Design clint_flat, sky130hd; sources not shown.
Figure 1. Zoomed window (run 1).
Window x 21 to 71, y 114 to 164 µm. Cells in grey, sequential cells in the stronger grey; small squares are vias.
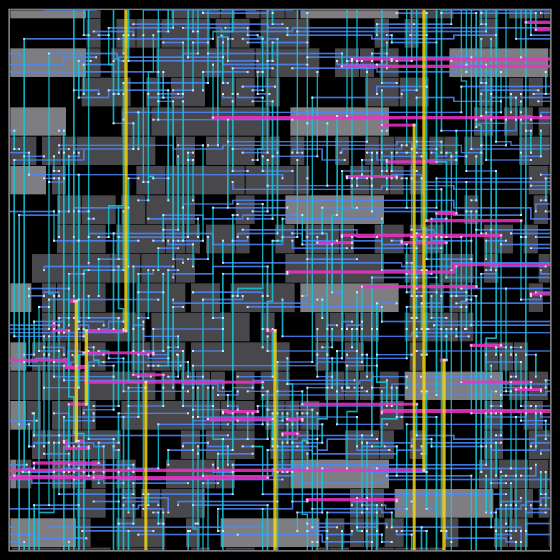
Key: yellow = met4; cyan = met2; blue = met1; magenta = met3
208 logic cells have their middle in the window. Sequential cells in the window: 11. Most frequent: nand2_1 (58), nand3_1 (23), a21oi_1 (21).

Figure 2. Clock routing (run 1).
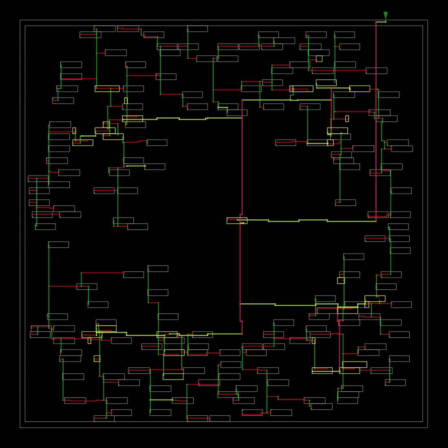
power of the clock network: 1.46 mW
clock tree sinks: 164
CTS buffer count: 17
clk ins delay skew pair: 460 ps

Figure 3. Logic cells by family (run 1).
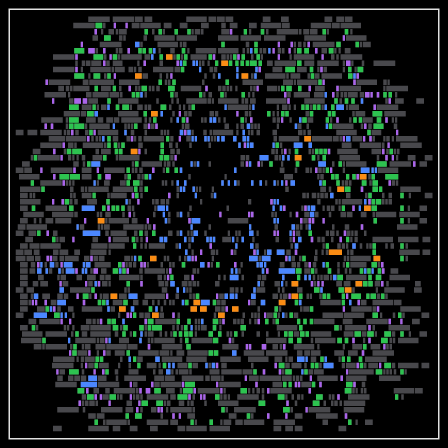
Key: green = inverting AOI/OAI gates [cells 361, where widely spread]; blue = NOR gates [cells 219]; purple = inverters [cells 265, where widely spread]; orange = XOR/XNOR gates [cells 28]
Commonest Layout Cell: nand2_1
Comb area share: 48.2%
Post-Layout Cell Count: 2554

Figure 4. Supply network (run 1).
Pins as bars on the die edge.
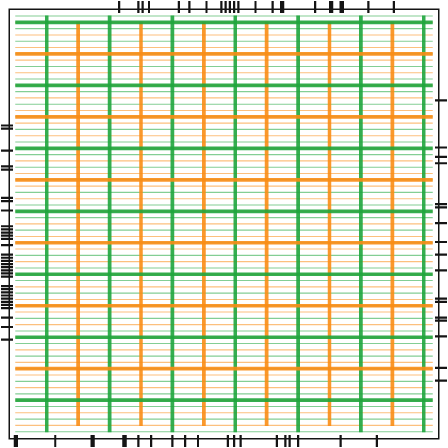
Key: orange = VDD; green = VSS
94 signal pins sit on the boundary. The core has 66 rows.
Floorplan Core Area: 32400 µm²
peak supply drop: 0.000273 V

==> flow_metrics.py, run 1 <==
# Physical implementation metrics
metrics = {
    "run_status": {
        "status": "finished, final reports clean",
    },
    "pwr": {
        "finalPower_mw": 4.07,
        "leakagePower_nw": 7.54,
        "cellPowerDensity_nw_per_um2": 252,
    },
    "place": {
        "place.gp.congestion": 0.971,
        "placed_area_um2": 15200,
        "dp_hpwl_um": 37900,
        "io_buffers": 91,
    },
    "clock_network": {
        "h-tree-depth": 4,
        "cts_tree": "built",
        "clk_root_buffer_cell": "clkbuf_16",
        "clk_pin_slew_ps": 70,
        "hold_buffers": 0,
        "cts_buffer_depth": 2,
    },
    "routing": {
        "first_pass_iters": 5,
        "drc": 0,
        "final_antenna_net_count": 0,
        "totalWireLength_um": 48900,
        "drt_iter0_markers": 1323,
        "via_per_inst": 5.40,
        "routedWlPerCell_um": 19.1,
        "vias": 13800,
    },
    "timing": {
        "fmax_ghz": 0.246,
        "hold_violations": 0,
        "fin_hold_ws_ps": 486,
        "max_slew_margin_pct": 51.7,
        "setup_violations": 0,
        "fin_crit_sh_pct": 88.4,
        "min_period_ps": 4070,
        "fin_worst_skew_ps": 13.3,
        "worstMarginPinSlew_ps": 724,
        "slew_viol_final": 0,
        "rsz0062_at_grt": "no",
    },
    "cells_and_area": {
        "flop_area_um2": 4180,
        "syn2layout_area_growth_pct": 23.2,
        "nets": 2221,
        "logic_area_um2": 7770,
        "nFillCells": 3346,
        "fin_util_pct": 49.8,
        "drive_gt1_share_pct": 18.2,
        "most-common-layout-cells": "540 x nand2_1, 225 x inv_1, 150 x nand3_1, 149 x nor2_1, 132 x a21oi_1",
        "fin_area_um2": 16100,
        "antenna_cells": 0,
    },
    "worst_setup_path": {
        "path_cells": "clkdlybuf4s50_1, nand2_1, nor2_2, nand3_2, inv_2, nand2_4, nand2_2, nand2_2, inv_2, nor2_1, a21oi_1, ha_1, buf_4, a21oi_1, nor2_1, nor3_1, nand2_1, nand2_1, nand2_2, nand3_1, nand2_1, nand2_1, nand3_1",
        "cpMostUsedCell": "nand2_1",
        "end_kind": "flop",
        "cp-start-kind": "primary input",
        "critical_path.top_delay_family": "simple AND/OR/NAND/NOR gates",
        "arrival_ps": 4390,
        "r2r_cells": 19,
        "slowest_delay_ps": 530,
        "cp_num_cells": 23,
        "r2r_slack_ps": 990,
        "cp_num_buf_inv": 4,
        "critPathMaxFanout": 8,
        "crit_required_ps": 4920,
        "critPathKind": "in -> reg",
        "crit_path_top_delay_cell": "clkdlybuf4s50_1",
    },
    "synth": {
        "yosys_area_um2": 13100,
        "netlist_instances": 1942,
        "syn_area_per_cell_um2": 6.74,
        "syn_nets": 2064,
        "ys_warn_count": 6,
        "synth-edff-count": 0,
        "synthArstFlopShare_pct": 100,
        "yosysTopAreaCellShare_pct": 19.1,
        "syn-cell-area_um2": 13100,
        "ys_seq_share_pct": 32.0,
        "synthTopCellsByArea": "dfrtp_1 19%, nand2_1 16%, dfstp_2 13%",
        "ys_dominant_reg_cell": "dfrtp_1",
        "yosys_cells": 1942,
        "ys.flops": 164,
        "yosysTopAreaCell": "dfrtp_1",
        "ys_types": 50,
    },
    "grt": {
        "grt_max_degree": 72,
        "grt_overflow": 0,
        "grt_pass1_vias": 13200,
        "grt_pass1_wl_um": 75300,
        "antenna_found_initial": 0,
        "grtUsageTotal_pct": 29.0,
    },
    "die": {
        "dieArea_um2": 34200,
        "die_x_um": 185,
        "placement_rows": 66,
        "fp.dieH_um": 185,
        "fp-utilization_pct": 40.4,
        "pin_count": 94,
    },
    "job": {
        "maxCapViolCount": 0,
        "warnings": 28,
    },
    "worst_hold_path": {
        "hold_path_class": "reg -> reg",
        "whs_path_depth": 2,
    },
}
==> run 1: where the power goes <==
part	total, mW	internal [mW]	switching, mW
Sequential	1.66	1.53	0.135
Combinational	0.949	0.359	0.591
Clock	1.46	0.832	0.625
Total	4.07	2.72	1.35
==> run 1: cells in the mapped netlist (13+ instances only) <==
library cell / n
nor2_2: 15
nor3_1: 26
nand2_1: 550
o211ai_1: 15
ha_1: 65
xor2_1: 22
inv_1: 226
o22ai_1: 37
buf_2: 25
dfstp_2: 64
inv_2: 36
nand2_2: 15
clkbuf_1: 23
o21ai_1: 53
nand4_1: 29
nand3_1: 154
o22ai_2: 13
nor2_1: 156
dfrtp_1: 100
o21ai_2: 20
a21oi_1: 136
o21ai_0: 72
==> run 1: area by class of cell <==
type	count	area share (%)
clock buffer	24	2.93
clock inverter	8	0.644
inverter	265	6.35
multi-input combinational	1445	48.2
sequential	164	26.0
tap	442	3.43
timing repair buffer	206	12.5
==> run 1: stage by stage <==
stage	setup WS [ps]	setup TNS, ps	cells
global placement	2.78	0	2517
CTS	435	0	2549
finish	533	0	2554
floorplan	925	0	1942
detailed placement	-22.6	-22.6	2517
global route	363	0	2554
==> run 1: cells by family after synthesis <==
group,count (synthesis),synth area share (%)
AND-OR/OR-AND,362,16.1
XOR/XNOR,28,1.93
adder cells (fa/ha/maj),65,6.22
buffers and inverters,333,10.3
flip-flops,164,32.0
AND/OR/NAND/NOR,990,33.5
==> run 1: tightest hold or removal path: stages (launching register included) <==
cell and delay [ps]:
dfrtp_1 340, nand2_1 50, o21ai_1 60
==> run 1: timing repair <==
action | in CTS | in global routing
endpoints found under the hold margin | 0 | 0
setup endpoints to repair | 0 | 1
setup buffers | 0 | 4
resized | 0 | 78
==> run 1: per-layer routing <==
layer  track usage (%)  wire length, µm
met3              3.81             3210
met1              40.8            22000
met2              45.9            22200
met4              9.94             1510
met5                 0                0
==> inputs of run 2 (changes only) <==
--- a/config.mk
+++ b/config.mk
@@ -11,6 +11,7 @@
 export CORE_UTILIZATION = 40
 export CTS_CLUSTER_SIZE = 14
 export DETAILED_ROUTE_END_ITERATION = 7
+export HOLD_SLACK_MARGIN = 0.12
 export PLACE_DENSITY_LB_ADDON = 0.2
 export SETUP_SLACK_MARGIN = 0.4
 export SYNTH_ARGS = -nofsm -noshare
Figure 5. Clock routing (run 2).
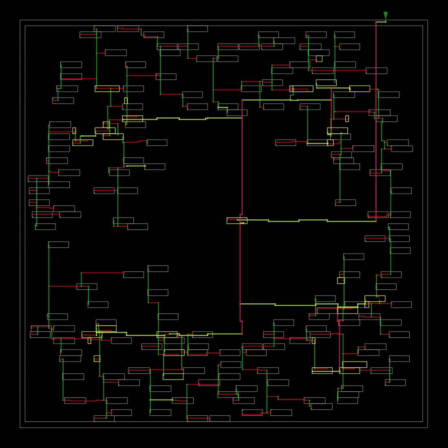
clock buffer count: 24
Max Clock Skew: 13.3 ps
registers: 164

Figure 6. Register map, names as in the netlist (run 2).
Other sequential cells in the stronger grey, the rest of the logic in the fainter grey.
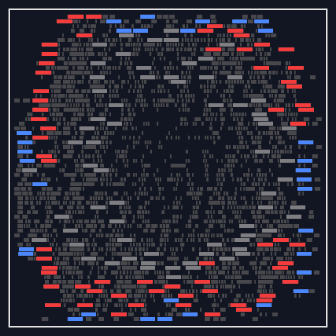
Key: blue = u_core/bus.resp_rdata [sequential cells 32, where widely spread]; red = u_core/mtimecmp_q [sequential cells 64, where widely spread]
Flop area: 4180 µm²
Final Util: 49.8%
flop share of the area: 26.0%

==> run 2 against run 1 <==
Compared with the run above: clock skew is the same; critical endpoint unchanged; via count is the same; cell count is the same; sequential cell count is the same; power is the same; fmax is the same; sequential share of layout area is the same; clock power is essentially flat.
==> flow_metrics.py, run 2 <==
# Physical implementation metrics
metrics = {
    "grt": {
        "grt_max_degree": 72,
        "antenna_found_initial": 0,
    },
    "timing": {
        "setup_violations": 0,
        "min_period_ps": 4070,
        "worstMarginPinSlew_ps": 724,
        "fmax_ghz": 0.246,
        "fin_hold_ws_ps": 486,
        "max_slew_margin_pct": 51.7,
        "rsz0062_at_grt": "no",
        "slew_viol_final": 0,
        "fin_setup_tns_ps": 0,
        "fin_crit_sh_pct": 88.4,
    },
    "die": {
        "pin_count": 94,
    },
    "synth": {
        "netlist_instances": 1942,
        "ys_seq_share_pct": 32.0,
        "yosysTopAreaCellShare_pct": 19.1,
        "syn_nets": 2064,
        "yosysTopAreaCell": "dfrtp_1",
        "yosys-top-cells-count": "550 x nand2_1, 226 x inv_1, 156 x nor2_1",
        "yosys_area_um2": 13100,
        "ys_types": 50,
        "synthTopCellsByArea": "dfrtp_1 19%, nand2_1 16%, dfstp_2 13%",
        "ys.flops": 164,
        "synthArstFlopShare_pct": 100,
        "syn-cell-area_um2": 13100,
        "yosys_cells": 1942,
        "most_common_cell": "nand2_1",
        "ys_warn_count": 6,
        "synth-edff-count": 0,
    },
    "worst_setup_path": {
        "r2r_cells": 19,
        "critPathMaxFanout": 8,
        "cp-start-kind": "primary input",
        "arrival_ps": 4390,
        "end_kind": "flop",
        "r2r_slack_ps": 990,
        "crit_required_ps": 4920,
    },
    "routing": {
        "routedWlPerCell_um": 19.1,
        "drc": 0,
        "final_antenna_net_count": 0,
        "via_per_inst": 5.40,
        "first_pass_iters": 5,
        "vias": 13800,
        "totalWireLength_um": 48900,
    },
    "clock_network": {
        "cts_sinks": 164,
        "clock_latency_ps": 460,
        "clk_root_buffer_cell": "clkbuf_16",
        "clk_pin_slew_ps": 70,
        "cts_tree": "built",
        "cts_buffer_depth": 2,
    },
    "cells_and_area": {
        "syn2layout_area_growth_pct": 23.2,
        "nets": 2221,
        "antenna_cells": 0,
        "most-common-layout-cells": "540 x nand2_1, 225 x inv_1, 150 x nand3_1, 149 x nor2_1, 132 x a21oi_1",
        "drive_gt1_share_pct": 18.2,
        "layout_top_cell": "nand2_1",
    },
    "place": {
        "io_buffers": 91,
        "place.gp.congestion": 0.971,
        "dp_hpwl_um": 37900,
    },
    "pwr": {
        "cellPowerDensity_nw_per_um2": 252,
        "finalPower_mw": 4.07,
        "leakagePower_nw": 7.54,
        "ir_drop_v": 0.000273,
    },
    "run_status": {
        "status": "finished, final reports clean",
    },
    "worst_hold_path": {
        "whs_path_depth": 2,
        "hold_path_class": "reg -> reg",
    },
    "job": {
        "maxCapViolCount": 0,
    },
}
Figure 7. Zoomed window (run 2).
Window x 21 to 71, y 114 to 164 µm. Cells in grey, sequential cells in the stronger grey; small squares are vias.
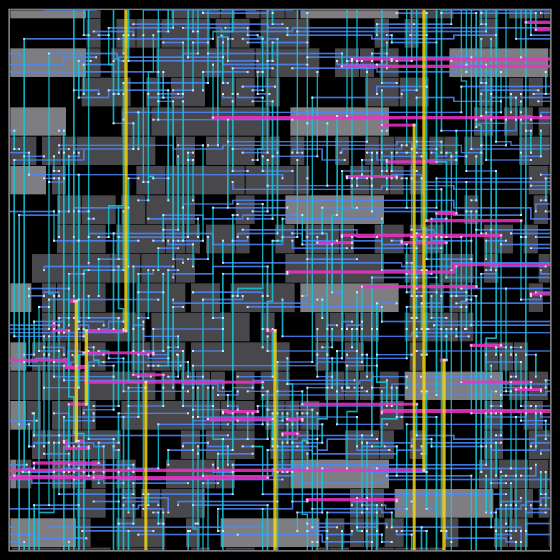
Key: blue = met1; cyan = met2; yellow = met4; magenta = met3
Most frequent: nand2_1 (58), nand3_1 (23), a21oi_1 (21). 208 logic cells have their middle in the window. Sequential cells in the window: 11.

## run 2: cell counts in the layout (fill, tap and decap cells not counted)
No cell type changed its count.
## run 2: cell families after synthesis
family | share of synthesized area [%]
xor+xnor | 1.93
simple gates | 33.5
compound gates | 16.1
fa+ha+maj | 6.22
flops | 32.0
buf+inv | 10.3
## run 2: report_power, final
| group | internal [mW] | switching, mW | leakage, nW |
|---|---|---|---|
| Clock | 0.832 | 0.625 | 0.266 |
| Combinational | 0.359 | 0.591 | 5.33 |
| Sequential | 1.53 | 0.135 | 1.94 |
| Total | 2.72 | 1.35 | 7.54 |
## run 2: through the flow
step / instance area (µm²) / instances / utilization, % / setup slack, ps
finish: 16100 / 2554 / 49.8 / 533
global route: 16100 / 2554 / 49.8 / 363
CTS: 15800 / 2549 / 48.8 / 435
detailed placement: 15200 / 2517 / 47.0 / -22.6
global placement: 15200 / 2517 / 47.0 / 2.78
floorplan: 13100 / 1942 / - / 925
## run 2: cell type report
cell class	instances	area [µm²]
well taps	442	553
inverters	265	1020
fillers	3346	16200
clock buffers	24	473
repair buffers	206	2020
flip-flops and latches	164	4180
clock inverters	8	104
multi-input cells	1445	7770
## run 2: worst max-delay path: stages
cell and delay [ps]:
clkdlybuf4s50_1 530, nand2_1 80, nor2_2 90, nand3_2 90, inv_2 100, nand2_4 110
nand2_2 130, nand2_2 120, inv_2 160, nor2_1 70, a21oi_1 210, ha_1 300
buf_4 140, a21oi_1 120, nor2_1 50, nor3_1 120, nand2_1 120, nand2_1 90
nand2_2 100, nand3_1 80, nand2_1 50, nand2_1 50, nand3_1 100
## run 2: routing by layer
metal  vias up  GRT usage [%]  wire length (µm)
met5         -              0                 0
met4         0           9.94              1510
met3        67           3.81              3210
met2       536           45.9             22200
met1      6528           40.8             22000
li1       6657              -                 -
## run 2: repair_timing
item / 4_1_cts / 5_1_grt
endpoints found under the setup margin: 0 / 1
hold buffers: 0 / 0
buffers inserted: 0 / 4
gates resized: 0 / 78
Power and IR drop assume default switching activity.
